## src/rtl/hack_cpu_dbg.sv

```systemverilog
// Parametrised Hack CPU core with halt/step/resume run-control and a retired-instruction counter.
// Define HACK_DBG_BREAKPOINT_EN to enable the hardware PC breakpoint and dbg_bp_hit.
module hack_cpu_dbg #(
  parameter int WIDTH  = 16,
  parameter int ADDR_W = 15,
  parameter int PC_W   = 15,
  parameter int CNT_W  = 32
) (
  input  logic              clk,
  input  logic              reset,
  input  logic [15:0]       instruction,
  input  logic [WIDTH-1:0]  inM,
  output logic [WIDTH-1:0]  outM,
  output logic [ADDR_W-1:0] addressM,
  output logic              writeM,
  output logic [PC_W-1:0]   pc,
  input  logic              dbg_halt_req,
  input  logic              dbg_resume,
  input  logic              dbg_step,
  input  logic              dbg_bp_en,
  input  logic [PC_W-1:0]   dbg_bp_addr,
  output logic              dbg_halted,
  output logic              dbg_bp_hit,
  output logic [CNT_W-1:0]  dbg_retired
);

  typedef enum logic {HALT_RUN = 1'b0, HALT_STOP = 1'b1} halt_state_t;

  halt_state_t      halt_state, halt_next;
  logic [WIDTH-1:0] a_reg, d_reg;
  logic [WIDTH-1:0] alu_x, alu_y, alu_out;
  logic             is_c, exec, bp_match, jump, alu_zr, alu_ng;

`ifdef HACK_DBG_BREAKPOINT_EN
  assign bp_match = dbg_bp_en && (pc == dbg_bp_addr);
`else
  logic unused_bp;
  assign unused_bp = ^{dbg_bp_en, dbg_bp_addr};
  assign bp_match  = 1'b0;
`endif

  assign is_c       = instruction[15];
  assign dbg_halted = (halt_state == HALT_STOP);
  // A halted core only moves on a step pulse, and a step deliberately ignores the breakpoint.
  assign exec       = dbg_halted ? dbg_step : !bp_match;

  always_comb begin
    alu_x = d_reg;
    alu_y = instruction[12] ? inM : a_reg;
    if (instruction[11]) alu_x = '0;
    if (instruction[10]) alu_x = ~alu_x;
    if (instruction[9])  alu_y = '0;
    if (instruction[8])  alu_y = ~alu_y;
    alu_out = instruction[7] ? (alu_x + alu_y) : (alu_x & alu_y);
    if (instruction[6])  alu_out = ~alu_out;
  end

  assign alu_zr   = (alu_out == '0);
  assign alu_ng   = alu_out[WIDTH-1];
  assign jump     = (instruction[2] && alu_ng) || (instruction[1] && alu_zr) ||
                    (instruction[0] && !alu_ng && !alu_zr);
  assign outM     = alu_out;
  assign addressM = a_reg[ADDR_W-1:0];
  assign writeM   = exec && is_c && instruction[3];

  // Jump target and store address both use A as it was before this instruction.
  always_ff @(posedge clk or negedge reset) begin
    if (!reset) begin
      a_reg       <= '0;
      d_reg       <= '0;
      pc          <= '0;
      dbg_retired <= '0;
    end else if (exec) begin
      if (!is_c) begin
        a_reg <= {{(WIDTH-15){1'b0}}, instruction[14:0]};
      end else begin
        if (instruction[5]) a_reg <= alu_out;
        if (instruction[4]) d_reg <= alu_out;
      end
      pc          <= (is_c && jump) ? a_reg[PC_W-1:0] : pc + PC_W'(1);
      dbg_retired <= dbg_retired + CNT_W'(1);
    end
  end

  always_ff @(posedge clk or negedge reset) begin
    if (!reset) halt_state <= HALT_RUN;
    else        halt_state <= halt_next;
  end

  always_comb begin
    halt_next = halt_state;
    if (dbg_halt_req)
      halt_next = HALT_STOP;
    else if (halt_state == HALT_RUN && bp_match)
      halt_next = HALT_STOP;
    else if (dbg_resume)
      halt_next = HALT_RUN;
  end

`ifdef HACK_DBG_BREAKPOINT_EN
  always_ff @(posedge clk or negedge reset) begin
    if (!reset)
      dbg_bp_hit <= 1'b0;
    else if (halt_next == HALT_RUN)
      dbg_bp_hit <= 1'b0;
    else if (halt_state == HALT_RUN && bp_match)
      dbg_bp_hit <= 1'b1;
  end
`else
  assign dbg_bp_hit = 1'b0;
`endif

endmodule

```

## config.mk

```make
export PLATFORM = sky130hd
export DESIGN_NAME = hack_cpu_dbg
export DESIGN_NICKNAME = d
export VERILOG_FILES = /design/src/rtl/hack_cpu_dbg.sv
export SDC_FILE = /design/constraint.sdc
export NUM_CORES = 1
export LEC_CHECK = 0
export ABC_AREA = 1
export ABC_CLOCK_PERIOD_IN_PS = 4200
export CORE_AREA = 2 2 148 150
export DETAILED_ROUTE_END_ITERATION = 8
export DIE_AREA = 0 0 150 152
export MAX_ROUTING_LAYER = met4
export PLACE_DENSITY = 0.48
export SYNTH_ARGS = -nofsm -noshare
export SYNTH_HDL_FRONTEND = slang
export SYNTH_SLANG_ARGS = --single-unit
```

## constraint.sdc

```tcl
create_clock -name clk -period 4.2 [get_ports clk]
set_input_delay 0.84 -clock clk [delete_from_list [all_inputs] [get_ports clk]]
set_output_delay 0.84 -clock clk [all_outputs]
set_load 0.03 [all_outputs]
```

==> impl_metrics.py <==
# Flow results
metrics = {
    "global_route": {
        "overflow": 0,
        "grt_first_pass_wirelength_um": 32370,
        "grt_max_degree": 58,
        "grt_pass1_vias": 6001,
        "antenna_found_initial": 0,
    },
    "worst_setup_path": {
        "worstReg2RegStart": "a_reg[0]",
        "cp.arrival_ns": 3.20,
        "r2r_cells": 22,
        "cp.required_ns": 3.36,
        "rr_endpoint": "pc[3]",
        "start_kind": "primary input",
        "critPathKind": "primary input to output pin",
        "cp_max_fo": 5,
        "end_kind": "output pin",
        "rrSetupSlack_ns": 0.78,
    },
    "job": {
        "maxCapViolations": 0,
        "tool_warnings": 43,
    },
    "timing": {
        "period_needed_ns": 4.044,
        "slew_viol_final": 0,
        "relSlewSlack": 0.4937,
        "finalSetupViolCount": 0,
        "worst_slack_ns": 0.1564,
        "tightestPinTransition_ns": 0.7544,
        "max_freq_mhz": 247.3,
        "rsz0062_at_grt": "true",
        "finalHoldViolCount": 0,
        "finalClockPeriodUsage": 0.9628,
        "worst_clock_skew_ns": 0.009119,
    },
    "logic_synthesis": {
        "ys_area_sq_mm": 0.006242,
        "edf_count": 0,
        "syn_nets": 958,
        "synth-xor-area-share": 0.1038,
        "compound_area_frac": 0.08819,
        "avgSynthCellArea_sq_um": 7.045,
        "yosysTopAreaCell": "dfrtp_1",
        "synth_cells": 886,
        "synthDistinctLibCells": 46,
        "ys.flops": 80,
        "yosys_warnings": 0,
        "synth-main-ff-cell": "dfrtp_1",
        "syn_area_sq_mm": 0.006242,
        "ys_cells": 886,
        "async_flop_share": 1.000,
        "topCellsByArea": "dfrtp_1 (32%), nand2_1 (13%), nand3_1 (9.2%), xor2_1 (8.4%), inv_1 (6.8%)",
        "mux_area_frac": 0.007216,
        "synthDominantCellAreaShare": 0.3207,
        "synthAdderAreaFrac": 0.03929,
        "common_cells": "nand2_1 (211), nand3_1 (115), inv_1 (113), dfrtp_1 (80), xor2_1 (60)",
        "ys_seq_share": 0.3207,
        "most_common_cell": "nand2_1",
        "ys_sh_simple": 0.3221,
        "logic_family": "simple AND/OR/NAND/NOR gates",
    },
    "layout": {
        "stdcell_area_sq_mm": 0.009032,
        "fin_cells": 1347,
        "nets": 1134,
        "area_delta_synth_final_pct": 44.70,
        "largest_reg_flops": 32,
        "antenna_cells": 0,
        "drive_above_1_share": 0.2399,
    },
    "route": {
        "drtAntennaViolNets": 0,
        "drc": 0,
        "routed_via_density": 4.591,
        "drt_pass1_iterations": 5,
        "drt_iter0_drc": 304,
    },
    "power_and_ir_drop": {
        "fin_total_pwr_w": 0.004717,
        "ir_drop_uv": 192.6,
        "p_leak_nw": 4.365,
        "powerDensity_mw_per_mm2": 522.2,
    },
    "hold_path": {
        "holdPathStages": 1,
        "min_path_type": "flip-flop to flip-flop",
        "min-delay-start": "dbg_retired[31]",
        "holdPathEnd": "dbg_retired[31]",
    },
    "clock_network": {
        "cts.path.max_buffers": 2,
        "cts_hold_repair.buffers": 0,
        "path_clk_slew_ns": 0.07,
        "cts_tree": "built",
        "cts_htree_levels": 3,
        "clock_sinks": 80,
        "numCtsBuffers": 9,
        "cts_root_buf": "clkbuf_16",
        "clock.latency.late_pin_ns": 0.34,
    },
    "placed_design": {
        "dp_cells": 1320,
        "hpwl_um": 15970,
        "io_buffers": 116,
        "gp_congestion": 0.8655,
        "placed_cell_area_sq_mm": 0.008243,
        "post-place-ws_ns": -0.3772,
    },
    "run_status": {
        "status": "finished clean",
    },
    "die": {
        "die_x_um": 150,
        "dieHeight_um": 152,
        "rows": 54,
        "io_pins": 134,
        "fp.coreArea_sq_mm": 0.02135,
        "fp_util": 0.2924,
        "die_area_sq_mm": 0.02280,
    },
}
-- report_power, final --
| group | switching (W) | internal, W | total, W |
|---|---|---|---|
| Combinational | 0.00149 | 0.00121 | 0.00269 |
| Clock | 0.000360 | 0.000534 | 0.000894 |
| Sequential | 0.000180 | 0.000948 | 0.00113 |
| Total | 0.00203 | 0.00269 | 0.00472 |
-- stage by stage --
stage | setup TNS, ns | hold WS (ns)
6_report | 0 | 0.4728
5_1_grt | -0.05653 | 0.5039
4_1_cts | 0 | 0.4758
3_5_place_dp | -8.736 | 0.4665
3_3_place_gp | -8.522 | 0.4573
2_1_floorplan | 0 | 0.4527
-- what timing repair did --
item	CTS	global route
endpoints found under the setup margin	22	28
cloned	0	3
resized	40	52
buffers inserted	2	6
pin swaps	11	20
-- final cells by class --
cell class	instances	area (sq um)
Multi-Input combinational cell	637	3831
Timing Repair Buffer	212	2053
Tap cell	280	350.3
Clock inverter	7	107.6
Fill cell	2276	12320
Sequential cell	80	2002
Clock buffer	9	225.2
Inverter	122	462.9
-- layer usage --
metal | wire, um | vias up | GRT usage
li1 | - | 3152 | -
met2 | 9521 | 120 | 0.2888
met1 | 9786 | 2895 | 0.2574
met3 | 843 | 17 | 0.02673
met5 | 0 | - | -
met4 | 269 | 0 | 0.03953
-- placed cells by master, fill, tap and decap left out, types with 3 or more instances in the layout --
cell type        count
nor3_1               8
xor2_1              56
clkbuf_16           11
dlymetal6s2s_1       3
nand2_4              5
xor2_2               4
inv_1              107
buf_4               94
ha_4                12
a21oi_1             30
o21ai_1              8
xnor2_1             14
nor2_2              13
nand3_2              7
a21oi_2              9
buf_6                3
nor3b_1              3
or2_2                4
o21ai_0             45
mux2_2               4
clkdlybuf4s50_1     93
dfrtp_1             80
nand2_2             42
buf_12              14
nand4_1              4
nor2_1              34
ha_1                 6
a22oi_1              3
inv_2               11
o22ai_1              4
nand3_1            111
nand2_1            190
-- how the worst max path moves through the flow --
stage / startpoint / to / slack (ns)
finish: instruction[8] / outM[3] / 0.16
CTS: instruction[10] / outM[4] / 0.001
global placement: instruction[12] / pc[11] / -0.36
global route: instruction[8] / outM[13] / -0.02
detailed placement: instruction[12] / pc[3] / -0.38
floorplan: instruction[10] / pc[6] / 0.18
-- cells by family after synthesis --
group / count (synthesis)
muxes: 4
adders and majority gates: 19
and+or+nand+nor: 436
other: 1
AOI/OAI and AO/OA: 103
buffers and inverters: 169
DFF: 80
xor gates and xnor gates: 74
-- critical path, cell delays in order --
cell             delay [ns]
clkdlybuf4s50_1        0.47
inv_2                  0.07
buf_4                  0.16
xor2_1                 0.14
buf_4                  0.14
ha_1                   0.31
nand3_2                0.15
buf_4                  0.17
nand3_1                0.07
nand3_1                0.08
nand3_1                0.07
nand2_1                0.11
buf_4                  0.16
inv_1                  0.09
buf_4                  0.17
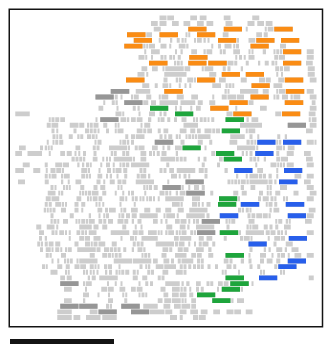
*Sequential cells grouped by signal name*
Bar = 50 um. Other sequential cells in the stronger gray, the rest of the logic in the fainter gray.
blue -> pc  # sequential cells 15
orange -> dbg_retired  # sequential cells 32
green -> a_reg  # sequential cells 16
not colored = 17
fin util: 0.4231
seq pwr: 0.00113 W
flop share of the area: 0.2216
Register Area: 0.002002 sq mm

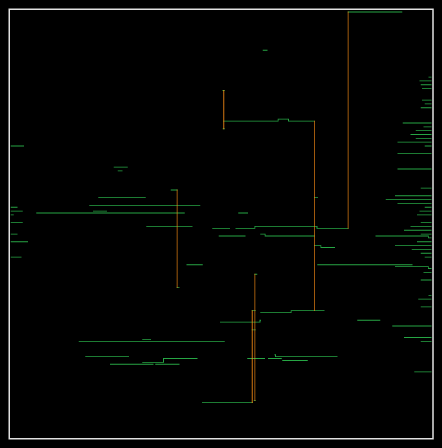
*Wiring by layer*
Only two layers are drawn.
orange -> M4  # wire length 270 um
green -> M3  # wire length 843 um
routed wire length: 20,420 um
wire per inst: 15.16 um
GRT Total Usage: 0.1859
Via Count: 6,184

Power and IR drop assume default switching activity.
